--- src/rtl/game_controller.sv ---
// Bulls & Cows game sequencer: confirm edge detect, secret capture, guess scoring,
// win/guess tallies. All outputs are registered.
module game_controller #(
    parameter int WIN_MAX   = 9,
    parameter int GUESS_MAX = 99
) (
    input  logic        clock,
    input  logic        reset,
    input  logic        confirm,
    input  logic [15:0] code,
    output logic [2:0]  current_state,
    output logic [3:0]  bulls,
    output logic [3:0]  cows,
    output logic        next_player,
    output logic        code_error,
    output logic [3:0]  wins_j1,
    output logic [3:0]  wins_j2,
    output logic [6:0]  guess_count
);

    typedef enum logic [2:0] {
        IDLE           = 3'd0,
        SECRET_J1      = 3'd1,
        SECRET_J2      = 3'd2,
        GUESS_J1       = 3'd3,
        GUESS_J2       = 3'd4,
        WIN_J1         = 3'd5,
        WIN_J2         = 3'd6,
        DISPLAY_RESULT = 3'd7
    } state_t;

    state_t      r_state, w_state_nxt;
    logic        r_btn_prev, r_tick;
    logic [15:0] r_secret1, r_secret2, w_secret1_nxt, w_secret2_nxt;
    logic [3:0]  r_bulls, r_cows, w_bulls_nxt, w_cows_nxt;
    logic        r_next_player, w_next_player_nxt;
    logic        r_code_error, w_code_error_nxt;
    logic [3:0]  r_wins_j1, r_wins_j2, w_wins_j1_nxt, w_wins_j2_nxt;
    logic [6:0]  r_guess_count, w_guess_count_nxt;
    logic        w_code_ok;
    logic [15:0] w_target;
    logic [3:0]  w_score_b, w_score_c;

    function automatic logic code_valid(input logic [15:0] c);
        logic ok;
        ok = 1'b1;
        for (int i = 0; i < 4; i++) begin
            if (c[4*i +: 4] > 4'd9) ok = 1'b0;
            for (int j = i + 1; j < 4; j++)
                if (c[4*i +: 4] == c[4*j +: 4]) ok = 1'b0;
        end
        return ok;
    endfunction

    function automatic logic [7:0] score(input logic [15:0] g, input logic [15:0] s);
        logic [3:0] b, c;
        b = 4'd0;
        c = 4'd0;
        for (int i = 0; i < 4; i++)
            for (int j = 0; j < 4; j++)
                if (g[4*i +: 4] == s[4*j +: 4]) begin
                    if (i == j) b = b + 4'd1;
                    else        c = c + 4'd1;
                end
        return {b, c};
    endfunction

    assign w_code_ok = code_valid(code);
    assign w_target  = (r_state == GUESS_J1) ? r_secret2 : r_secret1;
    assign {w_score_b, w_score_c} = score(code, w_target);

    // btn_prev follows confirm even in reset, so a held button cannot tick afterwards
    always_ff @(posedge clock) begin
        r_btn_prev <= confirm;
        if (reset) r_tick <= 1'b0;
        else       r_tick <= confirm & ~r_btn_prev;
    end

    always_comb begin
        w_state_nxt       = r_state;
        w_secret1_nxt     = r_secret1;
        w_secret2_nxt     = r_secret2;
        w_bulls_nxt       = r_bulls;
        w_cows_nxt        = r_cows;
        w_next_player_nxt = r_next_player;
        w_code_error_nxt  = 1'b0;
        w_wins_j1_nxt     = r_wins_j1;
        w_wins_j2_nxt     = r_wins_j2;
        w_guess_count_nxt = r_guess_count;
        if (r_tick) begin
            case (r_state)
                IDLE: begin
                    w_state_nxt       = SECRET_J1;
                    w_guess_count_nxt = 7'd0;
                    w_bulls_nxt       = 4'd0;
                    w_cows_nxt        = 4'd0;
                    w_next_player_nxt = 1'b0;
                end
                SECRET_J1: begin
                    if (w_code_ok) begin
                        w_secret1_nxt = code;
                        w_state_nxt   = SECRET_J2;
                    end else w_code_error_nxt = 1'b1;
                end
                SECRET_J2: begin
                    if (w_code_ok) begin
                        w_secret2_nxt = code;
                        w_state_nxt   = GUESS_J1;
                    end else w_code_error_nxt = 1'b1;
                end
                GUESS_J1, GUESS_J2: begin
                    if (!w_code_ok) w_code_error_nxt = 1'b1;
                    else begin
                        w_bulls_nxt = w_score_b;
                        w_cows_nxt  = w_score_c;
                        if (r_guess_count != 7'(GUESS_MAX))
                            w_guess_count_nxt = r_guess_count + 7'd1;
                        if (w_score_b == 4'd4) begin
                            if (r_state == GUESS_J1) begin
                                w_state_nxt = WIN_J1;
                                if (r_wins_j1 != 4'(WIN_MAX)) w_wins_j1_nxt = r_wins_j1 + 4'd1;
                            end else begin
                                w_state_nxt = WIN_J2;
                                if (r_wins_j2 != 4'(WIN_MAX)) w_wins_j2_nxt = r_wins_j2 + 4'd1;
                            end
                        end else begin
                            w_state_nxt       = DISPLAY_RESULT;
                            w_next_player_nxt = ~r_next_player;
                        end
                    end
                end
                DISPLAY_RESULT: w_state_nxt = r_next_player ? GUESS_J2 : GUESS_J1;
                WIN_J1, WIN_J2: w_state_nxt = IDLE;
                default: w_state_nxt = IDLE;
            endcase
        end
    end

    always_ff @(posedge clock) begin
        if (reset) begin
            r_state       <= IDLE;
            r_secret1     <= 16'd0;
            r_secret2     <= 16'd0;
            r_bulls       <= 4'd0;
            r_cows        <= 4'd0;
            r_next_player <= 1'b0;
            r_code_error  <= 1'b0;
            r_wins_j1     <= 4'd0;
            r_wins_j2     <= 4'd0;
            r_guess_count <= 7'd0;
        end else begin
            r_state       <= w_state_nxt;
            r_secret1     <= w_secret1_nxt;
            r_secret2     <= w_secret2_nxt;
            r_bulls       <= w_bulls_nxt;
            r_cows        <= w_cows_nxt;
            r_next_player <= w_next_player_nxt;
            r_code_error  <= w_code_error_nxt;
            r_wins_j1     <= w_wins_j1_nxt;
            r_wins_j2     <= w_wins_j2_nxt;
            r_guess_count <= w_guess_count_nxt;
        end
    end

    assign current_state = r_state;
    assign bulls         = r_bulls;
    assign cows          = r_cows;
    assign next_player   = r_next_player;
    assign code_error    = r_code_error;
    assign wins_j1       = r_wins_j1;
    assign wins_j2       = r_wins_j2;
    assign guess_count   = r_guess_count;

endmodule

--- config.mk ---
export PLATFORM = sky130hd
export DESIGN_NAME = game_controller
export DESIGN_NICKNAME = d
export VERILOG_FILES = /design/src/rtl/game_controller.sv
export SDC_FILE = /design/constraint.sdc
export NUM_CORES = 1
export LEC_CHECK = 0
export ABC_AREA = 1
export ABC_CLOCK_PERIOD_IN_PS = 16000
export CAP_MARGIN = 20
export CORE_MARGIN = 1
export CORE_UTILIZATION = 30
export CTS_CLUSTER_DIAMETER = 150
export DETAILED_ROUTE_END_ITERATION = 10
export GPL_TIMING_DRIVEN = 1
export HOLD_SLACK_MARGIN = 0.05
export PLACE_DENSITY = 0.52
export REMOVE_ABC_BUFFERS = 1
export SYNTH_ARGS = -nofsm -noshare
export SYNTH_HDL_FRONTEND = slang
export SYNTH_SLANG_ARGS = --single-unit
export TNS_END_PERCENT = 50
--- constraint.sdc ---
create_clock -name clock -period 16 [get_ports clock]
set_clock_uncertainty 0.05 [all_clocks]
set_input_delay 1.6 -clock clock [delete_from_list [all_inputs] [get_ports clock]]
set_output_delay 1.6 -clock clock [all_outputs]
set_load 0.02 [all_outputs]
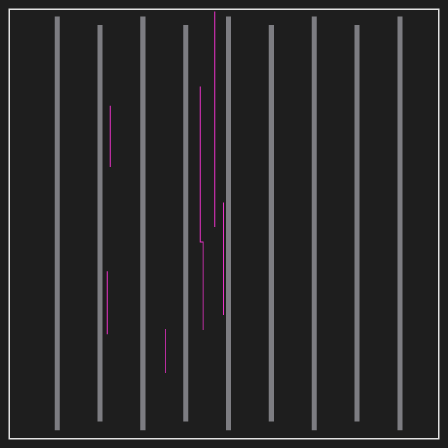
run_1/m4.png
Supply wires on this layer in grey.
share of all routed wire	1.6%
longest straight run	68.0 um
wire length on this layer	234 um
main direction	vertical
nets with wire on the layer	4

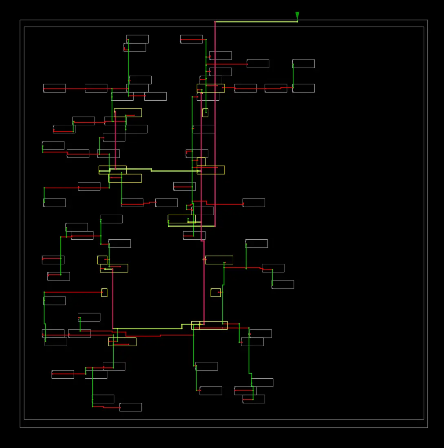
run_1/clock_nets.png
number of buffers inserted during clock tree synthesis: 9
count of flip-flops and latches: 62

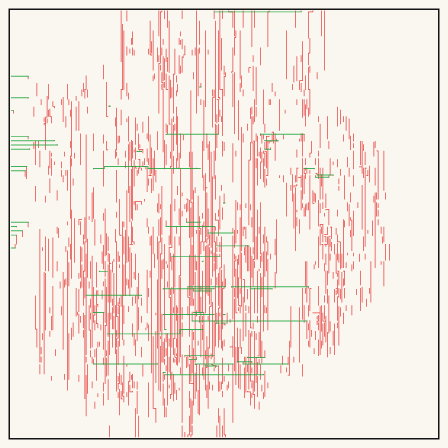
run_1/layers.png
Only two layers are drawn.
colour	layer	wire length
red	M2	7050 um
green	M3	522 um

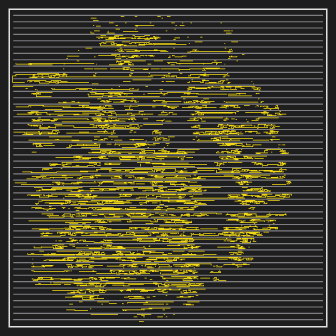
run_1/m1.png
Supply wires on this layer in grey.
nets with wire on the layer	846
longest straight run	43.2 um

-- run 1: layout by cell type, fill, tap and decap left out, types with 14 or more instances in the layout --
cell / netlist / routed
sky130_fd_sc_hd__inv_1: 78 / 78
sky130_fd_sc_hd__clkdlybuf4s50_1: 0 / 46
sky130_fd_sc_hd__nor2_1: 46 / 46
sky130_fd_sc_hd__nand2_1: 219 / 219
sky130_fd_sc_hd__nand2_2: 30 / 30
sky130_fd_sc_hd__xor2_1: 56 / 56
sky130_fd_sc_hd__nand4_1: 14 / 14
sky130_fd_sc_hd__o21ai_0: 49 / 49
sky130_fd_sc_hd__nand3_1: 95 / 95
sky130_fd_sc_hd__ha_1: 18 / 18
sky130_fd_sc_hd__dfxtp_1: 62 / 62
sky130_fd_sc_hd__a21oi_1: 56 / 56
-- run 1: worst max-delay path: cells and delay by family --
kind                     cells  cell delay, ps
AND-OR/OR-AND                2             140
adder cells (fa/ha/maj)      6            1650
AND/OR/NAND/NOR             26            3100
buffers and inverters        4            1070
-- run 1: worst paths after layout --
path / startpoint / end / cells past startpoint
max: code[2] / cows[1]$_SDFFE_PP0P_ / 38
min reg2reg: r_btn_prev$_DFF_P_ / r_tick$_SDFF_PP0_ / 1
max reg2reg: current_state[1]$_SDFFE_PP0P_ / cows[1]$_SDFFE_PP0P_ / 39
min: r_btn_prev$_DFF_P_ / r_tick$_SDFF_PP0_ / 1
-- run 1: cell type report --
cell class	instances	area [um2]
Fill cell	1891	11100
Multi-Input combinational cell	661	3610
Sequential cell	62	1240
Timing Repair Buffer	49	483
Inverter	92	348
Tap cell	225	282
Clock buffer	9	225
Clock inverter	7	72.6
-- run 1: state kept, by name, summed over array words and instances, names as in the netlist --
| name | cells |
|---|---|
| cows | 4 |
| wins_j2 | 4 |
| next_player | 1 |
| wins_j1 | 4 |
| guess_count | 7 |
| bulls | 4 |
| r_secret2 | 16 |
| code_error | 1 |
| r_secret1 | 16 |
| r_tick | 1 |
| current_state | 3 |
| r_btn_prev | 1 |
-- run 1: logic make-up after synthesis --
logic type | share of synthesized area, %
compound gates | 12.5
xor+xnor | 9.96
fa+ha+maj | 4.21
buf+inv | 9.28
flops | 23.2
mux | 0.187
simple gates | 40.7
-- run 1: where the power goes --
part	switching [W]	internal (W)	leakage (nW)
logic	0.0000484	0.0000259	2.27
registers	0.00000139	0.000155	0.500
clock network	0.0000786	0.000121	0.142
-- run 1: metal layers --
| layer | up-vias | share of wire, % | GRT usage [%] | routed length, um |
|---|---|---|---|---|
| met5 | - | 0 | 0 | 0 |
| met4 | 0 | 1.6 | 5.56 | 233 |
| met3 | 15 | 3.5 | 2.43 | 522 |
| met2 | 92 | 47 | 29.1 | 7050 |
| met1 | 2403 | 48 | 22.2 | 7200 |
| li1 | 2815 | - | - | - |
-- run 1: metrics by stage --
step           cell area [um2]  power [W]  utilization [%]  std cells  worst slack, ps
2_1_floorplan             5200   0.000210                -        815             9450
3_3_place_gp              5970   0.000234             34.4       1089             8400
3_5_place_dp              5970   0.000234             34.4       1089             8300
4_1_cts                   6270   0.000434             36.1       1105             8640
5_1_grt                   6270   0.000451             36.1       1105             8040
6_report                  6270   0.000430             36.1       1105             8600
==> flow_summary.html, run 1 <==
<h3>Run summary</h3>
<table>
<tr><th>Metric</th><th>Value</th></tr>
<tr><th colspan="2">Status</th></tr>
<tr><td>Outcome</td><td>finished clean</td></tr>
<tr><th colspan="2">Worst setup path</th></tr>
<tr><td>Worst-case register-to-register setup slack</td><td>between 9000 and 10000 ps</td></tr>
<tr><td>WP data required</td><td>around 16000 ps</td></tr>
<tr><td>Arrival time of data at the critical path endpoint</td><td>about 7600 ps</td></tr>
<tr><td>Worst-path fanout max</td><td>9</td></tr>
<tr><td>Worst setup EP type</td><td>register</td></tr>
<tr><td>Crit-path slowest cell</td><td>sky130_fd_sc_hd__clkdlybuf4s50_1</td></tr>
<tr><td>Setup crit start kind</td><td>input pin</td></tr>
<tr><td>Category of the critical setup timing path</td><td>input pin to register</td></tr>
<tr><td>Critical path's largest stage delay</td><td>just over 700 ps</td></tr>
<tr><th colspan="2">CTS</th></tr>
<tr><td>Clock tree buffer depth</td><td>2</td></tr>
<tr><td>Clk ins delay skew pair</td><td>340 ps</td></tr>
<tr><td># Post-CTS Setup Buffers</td><td>0</td></tr>
<tr><td>Num Clock Sinks</td><td>62</td></tr>
<tr><td>Clk root buf</td><td>sky130_fd_sc_hd__clkbuf_16</td></tr>
<tr><td>Post-CTS Resized</td><td>0</td></tr>
<tr><td>CTS hold repair buffers</td><td>0</td></tr>
<tr><td>Number of H-tree branching levels</td><td>3</td></tr>
<tr><td>Clock tree from TritonCTS</td><td>yes</td></tr>
<tr><th colspan="2">Floorplan</th></tr>
<tr><td>Die Size</td><td>0.0184 mm2</td></tr>
<tr><td>Die Y</td><td>around 140 um</td></tr>
<tr><td>Initial Utilization</td><td>30.8%</td></tr>
<tr><td>Die Wd</td><td>136 um</td></tr>
<tr><td>Core area</td><td>around 0.017 mm2</td></tr>
<tr><td>Top Ports</td><td>approximately 47</td></tr>
<tr><td>Std-Cell Rows</td><td>~48</td></tr>
<tr><th colspan="2">Synthesis</th></tr>
<tr><td>Number of warnings printed during yosys synthesis</td><td>0</td></tr>
<tr><td>Yosys cell types</td><td>44</td></tr>
<tr><td>Fraction of post-synthesis cell area in the top cell type by area</td><td>between 20% and 30%</td></tr>
<tr><td>Number of cells in Yosys stat</td><td>846</td></tr>
<tr><td>Area contributors post-synth</td><td>sky130_fd_sc_hd__dfxtp_1 (23%), sky130_fd_sc_hd__nand2_1 (15%), sky130_fd_sc_hd__xor2_1 (9.2%), sky130_fd_sc_hd__nand3_1 (8.9%), sky130_fd_sc_hd__inv_1 (5.5%)</td></tr>
<tr><td>Cell type with the largest total area after synthesis</td><td>sky130_fd_sc_hd__dfxtp_1</td></tr>
<tr><td>Netlist area before placement</td><td>about 0.0054 mm2</td></tr>
<tr><td>Sequential cell area fraction in the yosys report</td><td>23.2%</td></tr>
<tr><td>YS chip area</td><td>~0.0054 mm2</td></tr>
<tr><td>Most repeated cell in the gate-level netlist after synthesis</td><td>sky130_fd_sc_hd__nand2_1</td></tr>
<tr><td>Flip-flops with a built-in enable</td><td>0</td></tr>
<tr><td>Top flip-flop cell by instance count after synthesis</td><td>sky130_fd_sc_hd__dfxtp_1</td></tr>
<tr><td>Post-synth ARST share</td><td>0%</td></tr>
<tr><td>Synthesis-stage register bit count</td><td>between 60 and 70</td></tr>
<tr><td>Commonest cells in the synthesized netlist</td><td>sky130_fd_sc_hd__nand2_1 (219), sky130_fd_sc_hd__nand3_1 (95), sky130_fd_sc_hd__inv_1 (78)</td></tr>
<tr><th colspan="2">Drt</th></tr>
<tr><td>Number of detailed-route iterations in the first pass</td><td>5</td></tr>
<tr><td>Routed via count</td><td>about 5300</td></tr>
<tr><td>First-iteration detailed-routing DRC count</td><td>between 200 and 300</td></tr>
<tr><td>Average wire length per cell after detail routing</td><td>around 14 um</td></tr>
<tr><td>DRT antenna net count</td><td>0</td></tr>
<tr><td>Final Routed Wirelength</td><td>approximately 15000 um</td></tr>
<tr><td>Vias per inst</td><td>roughly 4.8</td></tr>
<tr><th colspan="2">Timing</th></tr>
<tr><td>Hold_ws</td><td>between 300 and 400 ps</td></tr>
<tr><td>RSZ-0062 raised after global routing</td><td>no</td></tr>
<tr><td>Max Clk Rate</td><td>around 140 MHz</td></tr>
<tr><td>Final hold viol count</td><td>0</td></tr>
<tr><td>Number of pins with negative max-slew slack in the final report</td><td>0</td></tr>
<tr><td>Measured slew at the worst slew-check pin</td><td>638 ps</td></tr>
<tr><td>Post-layout period usage of the worst path</td><td>between 40% and 50%</td></tr>
<tr><td>Worst slew margin relative to its limit</td><td>between 50% and 60%</td></tr>
<tr><td>Setup-failing EPs final</td><td>0</td></tr>
<tr><th colspan="2">Global route</th></tr>
<tr><td>First-pass GRT wire length</td><td>roughly 25000 um</td></tr>
<tr><td>Number of global-route vias before repair</td><td>approximately 5000</td></tr>
<tr><td>Pin count of the biggest net entering global routing</td><td>32</td></tr>
<tr><td>Initial antenna violation count</td><td>0</td></tr>
<tr><td>Overall global routing resource usage</td><td>around 17%</td></tr>
<tr><td>Sum of overflow across all layers after global routing</td><td>0</td></tr>
<tr><th colspan="2">Finish</th></tr>
<tr><td>Post-synthesis to final-layout area growth</td><td>17.1%</td></tr>
<tr><td>Share of layout cells above drive strength 1</td><td>10.3%</td></tr>
<tr><td>Antenna cell count</td><td>0</td></tr>
<tr><th colspan="2">Placed design</th></tr>
<tr><td>Placer congestion estimate</td><td>0.862</td></tr>
<tr><td>Count of buffers from port buffering</td><td>about 46</td></tr>
<tr><td>Dpl hpwl</td><td>about 11000 um</td></tr>
<tr><th colspan="2">Hold path</th></tr>
<tr><td>Worst hold-check path type</td><td>register to register</td></tr>
<tr><th colspan="2">Pwr</th></tr>
<tr><td>Areal power density over the cells</td><td>between 60 and 70 mW/mm2</td></tr>
</table>
==> run 1 -> run 2 <==
--- a/config.mk
+++ b/config.mk
@@ -6,7 +6,7 @@
 export NUM_CORES = 1
 export LEC_CHECK = 0
 export ABC_AREA = 1
-export ABC_CLOCK_PERIOD_IN_PS = 16000
+export ABC_CLOCK_PERIOD_IN_PS = 6300
 export CAP_MARGIN = 20
 export CORE_MARGIN = 1
 export CORE_UTILIZATION = 30
@@ -14,7 +14,7 @@
 export DETAILED_ROUTE_END_ITERATION = 10
 export GPL_TIMING_DRIVEN = 1
 export HOLD_SLACK_MARGIN = 0.05
-export PLACE_DENSITY = 0.52
+export PLACE_DENSITY = 0.54
 export REMOVE_ABC_BUFFERS = 1
 export SYNTH_ARGS = -nofsm -noshare
 export SYNTH_HDL_FRONTEND = slang
==> constraint.sdc (replaced) <==
create_clock -name clock -period 6.3 [get_ports clock]
set_clock_uncertainty 0.05 [all_clocks]
set_input_delay 0.63 -clock clock [delete_from_list [all_inputs] [get_ports clock]]
set_output_delay 0.63 -clock clock [all_outputs]
set_load 0.02 [all_outputs]
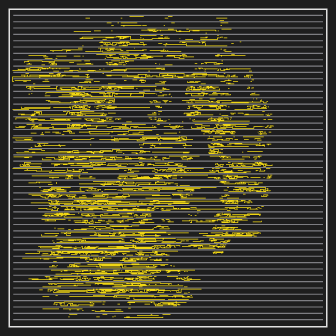
run_2/m1.png
Supply wires on this layer in grey.
main direction	horizontal
nets with wire on the layer	887
share of all routed wire	49%
longest straight run	36.3 um
wire length on this layer	7260 um

==> run 2 against run 1 <==
  * Synthesized cell count stayed put
  * Final cell count is 3.3% higher
  * Die size did not move
  * First-iteration DRC count increased by 23%
  * Clock-buffer cell count up 3
  * Hold slack improved by 12 ps
  * Critical path type is now register to register
  * Highest routed layer unchanged
==> flow_summary.html, run 2 <==
<h3>Run summary</h3>
<table>
<tr><th>Metric</th><th>Value</th></tr>
<tr><th colspan="2">Status</th></tr>
<tr><td>Outcome</td><td>finished clean</td></tr>
<tr><th colspan="2">Timing</th></tr>
<tr><td>Setup-failing EPs final</td><td>0</td></tr>
<tr><td>Post-layout period usage of the worst path</td><td>92.6%</td></tr>
<tr><td>Max Clk Rate</td><td>171 MHz</td></tr>
<tr><td>Worst slew margin relative to its limit</td><td>between 50% and 60%</td></tr>
<tr><td>Number of pins with negative max-slew slack in the final report</td><td>0</td></tr>
<tr><td>Final hold viol count</td><td>0</td></tr>
<tr><td>Minimum setup slack in the final design</td><td>approximately 470 ps</td></tr>
<tr><th colspan="2">Synthesis</th></tr>
<tr><td>YS chip area</td><td>between 0.005 and 0.006 mm2</td></tr>
<tr><td>Netlist area before placement</td><td>between 0.005 and 0.006 mm2</td></tr>
<tr><td>Fraction of post-synthesis cell area in the top cell type by area</td><td>a little under a quarter</td></tr>
<tr><td>Top flip-flop cell by instance count after synthesis</td><td>sky130_fd_sc_hd__dfxtp_1</td></tr>
<tr><td>Number of warnings printed during yosys synthesis</td><td>0</td></tr>
<tr><td>Post-synth ARST share</td><td>0%</td></tr>
<tr><td>Synthesis-stage register bit count</td><td>a little over 60</td></tr>
<tr><td>Yosys cell types</td><td>~44</td></tr>
<tr><td>Cell type with the largest total area after synthesis</td><td>sky130_fd_sc_hd__dfxtp_1</td></tr>
<tr><th colspan="2">Placed design</th></tr>
<tr><td>Placer congestion estimate</td><td>about 0.87</td></tr>
<tr><td>Total placed cells including tap cells</td><td>about 1100</td></tr>
<tr><td>Worst-case setup slack after placement</td><td>-37.3 ps</td></tr>
<tr><td>Dpl hpwl</td><td>11500 um</td></tr>
<tr><th colspan="2">Pwr</th></tr>
<tr><td>Net Sw Frac</td><td>roughly 29%</td></tr>
<tr><td>Int Pwr</td><td>~0.00077 W</td></tr>
<tr><td>Combinational cell fraction of total power</td><td>a little under a fifth</td></tr>
<tr><td>Net switching power figure</td><td>0.000315 W</td></tr>
<tr><th colspan="2">Finish</th></tr>
<tr><td>Top logic cells by instance count in the layout</td><td>sky130_fd_sc_hd__nand2_1 (213), sky130_fd_sc_hd__nand3_1 (94), sky130_fd_sc_hd__inv_1 (76)</td></tr>
<tr><td>Post-synthesis to final-layout area growth</td><td>24.0%</td></tr>
<tr><td>Antenna cell count</td><td>0</td></tr>
<tr><td>Non-Filler Instances</td><td>between 1000 and 1500</td></tr>
<tr><td># fillers</td><td>between 1500 and 2000</td></tr>
<tr><td>Post-route cell area</td><td>approximately 0.0066 mm2</td></tr>
<tr><th colspan="2">Worst setup path</th></tr>
<tr><td>Beginning of the worst register-to-register path</td><td>current_state[2]$_SDFFE_PP0P_</td></tr>
<tr><td>Arrival time of data at the critical path endpoint</td><td>around 6000 ps</td></tr>
<tr><td>Critical path's largest stage delay</td><td>350 ps</td></tr>
<tr><td>Crit-path slowest cell</td><td>sky130_fd_sc_hd__dfxtp_4</td></tr>
<tr><td>Setup crit start kind</td><td>register</td></tr>
<tr><td>WP data required</td><td>roughly 6400 ps</td></tr>
<tr><td>Worst Setup SP</td><td>current_state[2]$_SDFFE_PP0P_</td></tr>
<tr><th colspan="2">Drt</th></tr>
<tr><td>Final Routed Wirelength</td><td>between 10000 and 15000 um</td></tr>
<tr><td>First-iteration detailed-routing DRC count</td><td>a little over 300</td></tr>
<tr><td>Average wire length per cell after detail routing</td><td>around 13 um</td></tr>
<tr><td>Routed via count</td><td>~5500</td></tr>
<tr><td>Highest signal layer in the routed design</td><td>met4</td></tr>
<tr><td>Routed metal-1 wirelength</td><td>7260 um</td></tr>
<tr><td>Met3 wire length</td><td>610 um</td></tr>
<tr><th colspan="2">CTS</th></tr>
<tr><td>Clk ins delay skew pair</td><td>around 340 ps</td></tr>
<tr><td>CTS hold repair buffers</td><td>0</td></tr>
<tr><td>Clock tree from TritonCTS</td><td>yes</td></tr>
<tr><td>Clk root buf</td><td>sky130_fd_sc_hd__clkbuf_16</td></tr>
<tr><td>Number of buffers inserted during clock tree synthesis</td><td>9</td></tr>
<tr><td>Number of H-tree branching levels</td><td>3</td></tr>
<tr><td>Num Clock Sinks</td><td>roughly 62</td></tr>
<tr><th colspan="2">Floorplan</th></tr>
<tr><td>Die Wd</td><td>roughly 140 um</td></tr>
<tr><td>Std-Cell Rows</td><td>between 40 and 50</td></tr>
<tr><td>Top Ports</td><td>47</td></tr>
<tr><td>Core area</td><td>between 0.015 and 0.02 mm2</td></tr>
<tr><td>Die Size</td><td>0.0184 mm2</td></tr>
<tr><td>Die Y</td><td>136 um</td></tr>
<tr><td>Initial Utilization</td><td>between 30 and 40%</td></tr>
<tr><th colspan="2">Global route</th></tr>
<tr><td>Pin count of the biggest net entering global routing</td><td>approximately 42</td></tr>
<tr><td>First-pass GRT wire length</td><td>24600 um</td></tr>
<tr><td>Overall global routing resource usage</td><td>approximately 17%</td></tr>
<tr><td>Sum of overflow across all layers after global routing</td><td>0</td></tr>
<tr><th colspan="2">Hold path</th></tr>
<tr><td>Worst hold-check path type</td><td>register to register</td></tr>
<tr><td>Start point of the worst hold path</td><td>r_btn_prev$_DFF_P_</td></tr>
</table>
[run 2: cell types whose count changed in the layout (fill, tap and decap cells not counted), sizes merged]
| cell | before | now |
|---|---|---|
| dlymetal6s2s | 0 | 3 |
| clkinvlp | 2 | 0 |
| clkbuf | 9 | 12 |
| clkdlybuf4s50 | 46 | 43 |
| inv | 85 | 84 |
| buf | 3 | 40 |
| bufinv | 1 | 0 |
[run 2: path summary, 6_finish.rpt]
check | slack (ps) | cells past startpoint | to
hold reg to reg | 340 | 1 | r_tick$_SDFF_PP0_
setup reg to reg | 470 | 42 | cows[1]$_SDFFE_PP0P_
hold / removal | 340 | 1 | r_tick$_SDFF_PP0_
setup / recovery | 470 | 42 | cows[1]$_SDFFE_PP0P_
[run 2: cell type report]
cell class / count / area, um2 / share of cell area [%]
clock inverters: 3 / 18.8 / 0.283
multi-input cells: 661 / 3670 / 55.4
inverters: 92 / 348 / 5.24
flip-flops and latches: 62 / 1250 / 18.9
clock buffers: 12 / 267 / 4.01
well taps: 225 / 282 / 4.24
repair buffers: 86 / 797 / 12.0
[run 2: metrics by stage]
stage | hold WS, ps | util (%) | setup TNS (ps)
3_5_place_dp | 340 | 35.8 | -37.3
3_3_place_gp | 329 | 35.8 | 0
6_report | 342 | 38.2 | 0
2_1_floorplan | 317 | - | 0
5_1_grt | 351 | 38.2 | -4.10
4_1_cts | 348 | 37.5 | 0
[run 2: critical path: cells and delay by family, from the launching register on]
family | cells | cell delay, ps
flops | 1 | 350
simple gates | 30 | 3170
buf+inv | 4 | 410
fa+ha+maj | 6 | 1540
compound gates | 2 | 160
[run 2: routing by layer]
| metal | vias up | global-route usage, % |
|---|---|---|
| li1 | 2894 | - |
| met3 | 19 | 2.77 |
| met1 | 2457 | 23.0 |
| met4 | 0 | 5.68 |
| met5 | - | 0 |
| met2 | 99 | 27.1 |
[run 2: repair_timing]
| action | 4_1_cts | 5_1_grt |
|---|---|---|
| buffers inserted | 0 | 5 |
| endpoints found under the hold margin | 0 | 0 |
| resized | 0 | 27 |
| endpoints found under the setup margin | 0 | 3 |
[run 2: logic make-up after synthesis]
group	Yosys count	share of synthesized area, %
xor gates and xnor gates	60	9.96
muxes	1	0.187
buffers and inverters	123	9.28
and+or+nand+nor	458	40.7
AOI/OAI and AO/OA	124	12.5
DFF	62	23.2
adders and majority gates	18	4.21
[run 2: power by group through the flow]
stage               logic (W)  registers [W]  clock network (W)
floorplan            0.000124       0.000408                  0
CTS                  0.000204       0.000398           0.000491
global placement     0.000203       0.000406                  0
finish               0.000209       0.000397           0.000479
detailed placement   0.000203       0.000406                  0
global route         0.000233       0.000397           0.000513
Power is estimated from default activity; no workload was simulated.
